Design sata_cmd_sequencer, sky130hd; sources not shown.
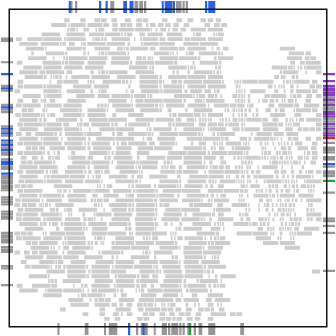
Run 1: I/O pins on the die edge
Pins as bars across the die edge, other pins in gray.
Purple is `done_cnt`, pins 16, direction output, edge right. Green is `cmd_type`, pins 2, direction output, edge 1 right, 1 bottom. Blue is `sector_addr`, pins 32, direction output, edge 18 top, 11 left, 2 bottom, 1 right. Red is `abort`, pins 1, direction input, edge right.
All pins by edge: 55 left, 43 right, 37 bottom, 33 top.
overall die height: 181 um
Die X-Extent: 181 um
port bufs: 167

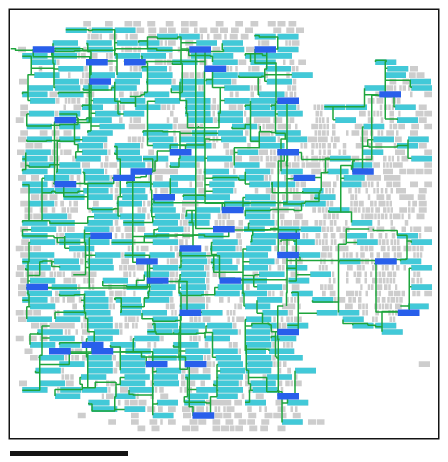
Run 1: clock wires, drivers and flops
Scale bar: 50 um.
Cyan is flip-flops, count 382. Blue is cells driving clock nets, count 39. Green is clock wires, length 4180 um.
Position of the flops: spread over the die.
clk latency late pin: 0.53 ns
clock network fraction of design power: 30.2%
clock network power: 3.06 mW

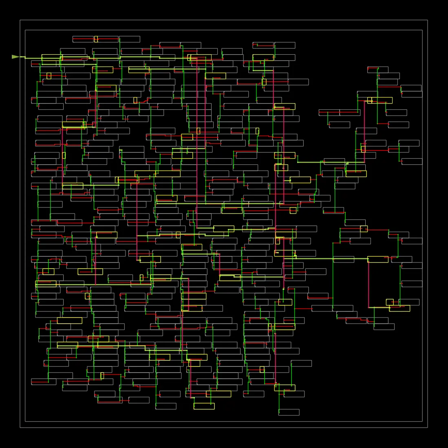
Run 1: clock routing
Flop Count: 382
clock buffer count in the final layout: 48

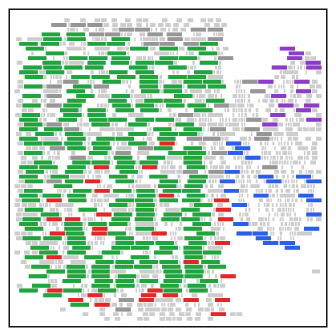
Run 1: sequential cells colored by netlist name
Blue is `timer`, flops 24, where middle right. Purple is `done_cnt`, flops 16, where upper right. Red is `sector_count`, flops 32. Green is `u_fifo.mem`, flops 264.
sequential group power: 4.11 mW
Sequential Area: 0.0109 mm^2

==> impl_metrics.env, run 1 <==
# yosys + openroad results
export IMPL_ff2ff_setup_slack_ns=2.14
export IMPL_critPathArrivalTime_ns=2.85
export IMPL_finClkSkew_ns=0.0152
export IMPL_critical_path_class="register to output pin"
export IMPL_dpl_hpwl_um=21000
export IMPL_post_drt_via_cell_ratio=5.47
export IMPL_grt_antenna_before_repair=3
export IMPL_grt_first_pass_wirelength_um=55200
export IMPL_power_dens_cells_mw_per_mm2=531
export IMPL_fill_cells=2370
export IMPL_largest_net_degree_at_the_start_of_global_routing=94
export IMPL_ctsRootBufferMaster="clkbuf_16"
export IMPL_grt_overflow=0
export IMPL_tightestPinTransition_ns=0.937
export IMPL_min_period_ns=3.57
export IMPL_detail_route_first_pass_iterations=6
export IMPL_cp_num_cells=10
export IMPL_critical_path_slowest_cell="clkdlybuf4s50_1"
export IMPL_slew_viol_final=0
export IMPL_placedInstanceArea_mm2=0.0178
export IMPL_cts_max_path_buffers=3
export IMPL_track_usage_pct=21.9
export IMPL_run_status="finished, final reports clean"
export IMPL_layout_drive_gt1_share_pct=8.42
export IMPL_finalCoreUtilization_pct=62.2
export IMPL_cts_setup_buffers=0
export IMPL_place_congestion=0.916
export IMPL_vias=10400
export IMPL_design_area_mm2=0.0191
export IMPL_row_count=64
-- run 1: per-layer routing --
layer	track usage, %	part of all wire [%]	vias to the layer above
met5	-	0	-
met4	6.24	2.1	0
met3	4.15	6.9	52
met2	35.6	48	312
met1	28.4	43	5055
li1	-	-	4958
-- run 1: per-stage QoR --
step	total power, mW	worst slack (ns)
floorplan	6.08	0.301
global placement	7.09	1.38
detailed placement	7.15	1.32
CTS	10.2	1.22
global route	10.7	1.01
finish	10.1	1.23
-- run 1: worst reg2reg max path, stage by stage, from the launching register on --
cell and delay [ns]:
dfrtp_4 0.67, inv_4 0.75, buf_4 0.56, o21ai_0 0.19
o22ai_1 0.21, mux2i_1 0.10, nor2_1 0.12
-- run 1: kinds of logic (layout without fill, tap and decap cells) --
logic type | after synthesis | after routing | share of synthesized area (%)
simple gates | 452 | 452 | 12.6
flops | 382 | 382 | 69.2
compound gates | 250 | 250 | 8.66
buf+inv | 123 | 317 | 3.46
mux | 66 | 66 | 4.20
xor+xnor | 22 | 22 | 1.23
fa+ha+maj | 8 | 8 | 0.637
other cells | 0 | 4 | 0
-- run 1: Yosys cell counts --
| library cell | instances |
|---|---|
| o31ai_1 | 2 |
| buf_1 | 1 |
| nor3_1 | 10 |
| nor2_1 | 263 |
| buf_4 | 5 |
| nor4_1 | 2 |
| nand3_4 | 3 |
| nand3b_1 | 1 |
| a21oi_1 | 16 |
| nand2_1 | 94 |
| inv_2 | 10 |
| a21boi_1 | 1 |
| nor2_4 | 1 |
| o21a_1 | 1 |
| o21ai_1 | 13 |
| a211oi_2 | 1 |
| nor3_2 | 3 |
| buf_2 | 14 |
| nand2_2 | 5 |
| o21bai_1 | 1 |
| o221ai_1 | 1 |
| edfxtp_1 | 264 |
| dfrtp_1 | 118 |
| clkbuf_1 | 35 |
| buf_6 | 3 |
| nor2_8 | 1 |
| nand4_2 | 2 |
| nand4_1 | 19 |
| nand3_1 | 32 |
| xnor2_1 | 9 |
| xor2_1 | 13 |
| mux2i_1 | 66 |
| ha_1 | 8 |
| nor3_4 | 1 |
| o22ai_1 | 67 |
| o21ai_0 | 146 |
| nor2_2 | 14 |
| buf_8 | 2 |
| nand2_4 | 1 |
| inv_1 | 53 |
| a22oi_1 | 1 |
-- run 1: layout make-up --
class                      instances  share of cell area, %
sequential                       382                   57.0
multi-input combinational        798                   22.6
timing repair buffer             183                   9.72
clock buffer                      48                   5.44
tap                              396                   2.59
clock inverter                    23                   1.39
inverter                          63                   1.25
antenna                            4                 0.0524
-- run 1: report_power, final --
| group | internal [mW] | switching [mW] |
|---|---|---|
| Clock | 1.82 | 1.24 |
| Combinational | 1.13 | 1.85 |
| Sequential | 3.85 | 0.265 |
| Total | 6.80 | 3.35 |
Run 1, metal layers overlaid:
Scale bar: 50 um.
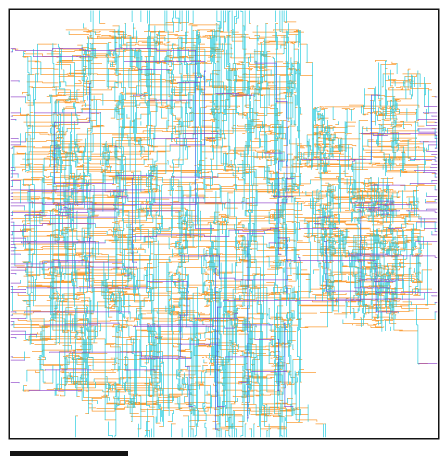

==> run 1 -> run 2 <==
Clock period 4.8 ns to 3.3 ns, I/O delays scaled along.
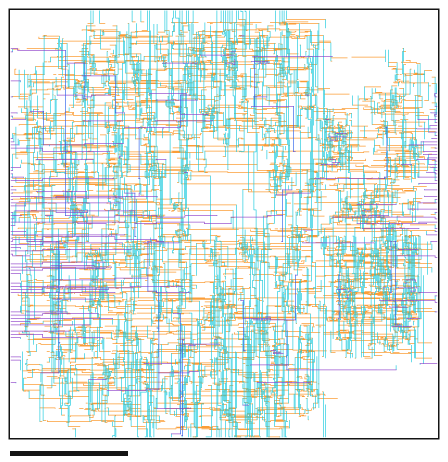
Run 2: metal layers overlaid
Scale bar: 50 um.
Purple is met3, wire length 2570 um. Cyan is met2, wire length 17000 um. Blue is met4, wire length 598 um. Orange is met1, wire length 14800 um.
WL final: 34900 um
Total Routing Usage GR: 22.2%
number of vias after detailed routing: 10500
average wire per cell in the routed design: 18.4 um

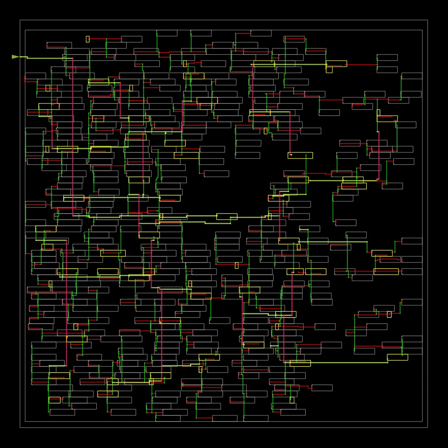
Run 2: clock routing
clock sinks: 382
cts bufs inserted: 40
clock network power: 4.50 mW

==> impl_metrics.env, run 2 <==
# yosys + openroad results
export IMPL_synthFlopType="edfxtp_1"
export IMPL_fill_cells=2413
export IMPL_ff2ff_setup_slack_ns=0.85
export IMPL_grt_overflow=0
export IMPL_synth_cellmix_compoundShare_pct=8.66
export IMPL_critical_path_class="register to output pin"
export IMPL_cts_max_path_buffers=3
export IMPL_max_clock_freq_mhz=343
export IMPL_finalCoreUtilization_pct=62.5
export IMPL_die_h_um=181
export IMPL_post_drt_via_cell_ratio=5.50
export IMPL_placement_io_buffers=167
export IMPL_post_synth_and_or_nand_nor_area_fraction_pct=12.6
export IMPL_sequential_area_mm2=0.0109
export IMPL_grt_antenna_before_repair=3
export IMPL_power_dens_cells_mw_per_mm2=772
export IMPL_dpl_hpwl_um=20100
export IMPL_async_reset_ff_share_pct=30.9
export IMPL_min_period_ns=2.92
export IMPL_layout_drive_gt1_share_pct=8.66
export IMPL_grt_pass1_vias=10500
export IMPL_die_size_x_um=181
export IMPL_synth_most_common_cell="edfxtp_1"
export IMPL_row_count=64
export IMPL_synth_xor_xnor_area_share_pct=1.23
export IMPL_largest_net_degree_at_the_start_of_global_routing=133
export IMPL_drc=0
export IMPL_critical_path_slowest_cell="dfrtp_1"
export IMPL_run_status="finished, final reports clean"
export IMPL_cp_num_cells=10
export IMPL_detail_route_first_pass_iterations=5
export IMPL_topCombFamilyByArea="simple AND/OR/NAND/NOR gates"
export IMPL_critPathArrivalTime_ns=2.42
export IMPL_ctsRootBufferMaster="clkbuf_16"
export IMPL_tightestPinTransition_ns=0.798
export IMPL_slew_viol_final=0
export IMPL_netlist_top_cells_count="edfxtp_1 (264), nor2_1 (263), o21ai_0 (146)"
export IMPL_place_congestion=0.889
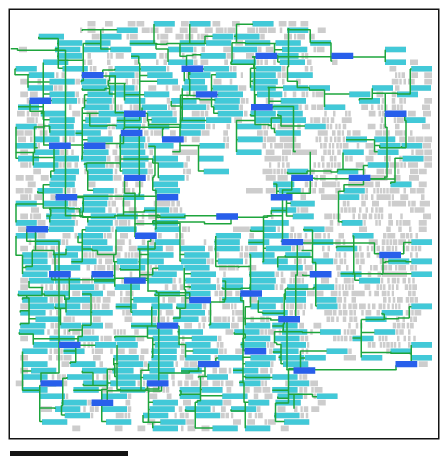
Run 2: clock wires, drivers and flops
Scale bar: 50 um.
Green is clock wires, length 4190 um. Cyan is flip-flops, count 382. Blue is cells driving clock nets, count 40.
There are 41 routed clock nets.
clock network fraction of design power: 30.3%
Setup Skew: 0.0248 ns

==> run 2: netlist changes by cell type in the layout (fill, tap and decap cells not counted), moves of 2 or more <==
cell | previous run | this run
dlymetal6s2s_1 | 0 | 2
clkinv_8 | 2 | 0
clkbuf_8 | 4 | 6
clkbuf_1 | 6 | 8
clkdlybuf4s50_1 | 166 | 163
clkinv_2 | 8 | 5
buf_12 | 5 | 8
==> run 2: metrics by stage <==
step / instance area [um^2] / power [mW] / setup TNS, ns / std cells / setup slack, ns
final: 19200 / 14.8 / 0 / 1901 / 0.383
after floorplan: 15700 / 8.84 / -286.21 / 1303 / -1.08
after CTS: 19200 / 15.0 / 0 / 1898 / 0.00505
after global placement: 17900 / 10.4 / 0 / 1826 / 0.543
after detailed placement: 17900 / 10.5 / 0 / 1826 / 0.526
after global routing: 19200 / 15.6 / 0 / 1901 / 0.100
==> run 2: area by class of cell <==
type / count / share of cell area, %
Clock buffer: 54 / 5.80
Inverter: 63 / 1.24
Clock inverter: 18 / 1.17
Tap cell: 396 / 2.58
Antenna cell: 3 / 0.0391
Sequential cell: 382 / 56.7
Timing Repair Buffer: 187 / 10.0
Multi-Input combinational cell: 798 / 22.5
==> run 2: power breakdown <==
| part | leakage [nW] | switching [mW] | internal, mW | total [mW] |
|---|---|---|---|---|
| Clock | 0.652 | 1.80 | 2.70 | 4.50 |
| Sequential | 3.99 | 0.275 | 5.60 | 5.88 |
| Combinational | 2.87 | 2.78 | 1.68 | 4.46 |
==> run 2: metal layers <==
layer / wire length [um] / up-vias / track usage [%]
met3: 2570 / 56 / 5.56
met5: 0 / - / -
met1: 14800 / 5114 / 28.2
met4: 598 / 0 / 5.59
li1: - / 4969 / -
met2: 17000 / 314 / 36.1
==> run 2: kinds of logic after synthesis <==
family	after synthesis
multiplexers	66
flip-flops	382
AND-OR/OR-AND	250
adder cells (fa/ha/maj)	8
AND/OR/NAND/NOR	452
XOR/XNOR	22
buffers and inverters	123
==> run 2: timing repair <==
item                                    4_1_cts  5_1_grt
gates resized                                 1        5
pin swaps                                     0        1
endpoints found under the setup margin        1        3
hold endpoints to repair                      0        0
No activity file was given, so power comes from the tool's default toggle rates.
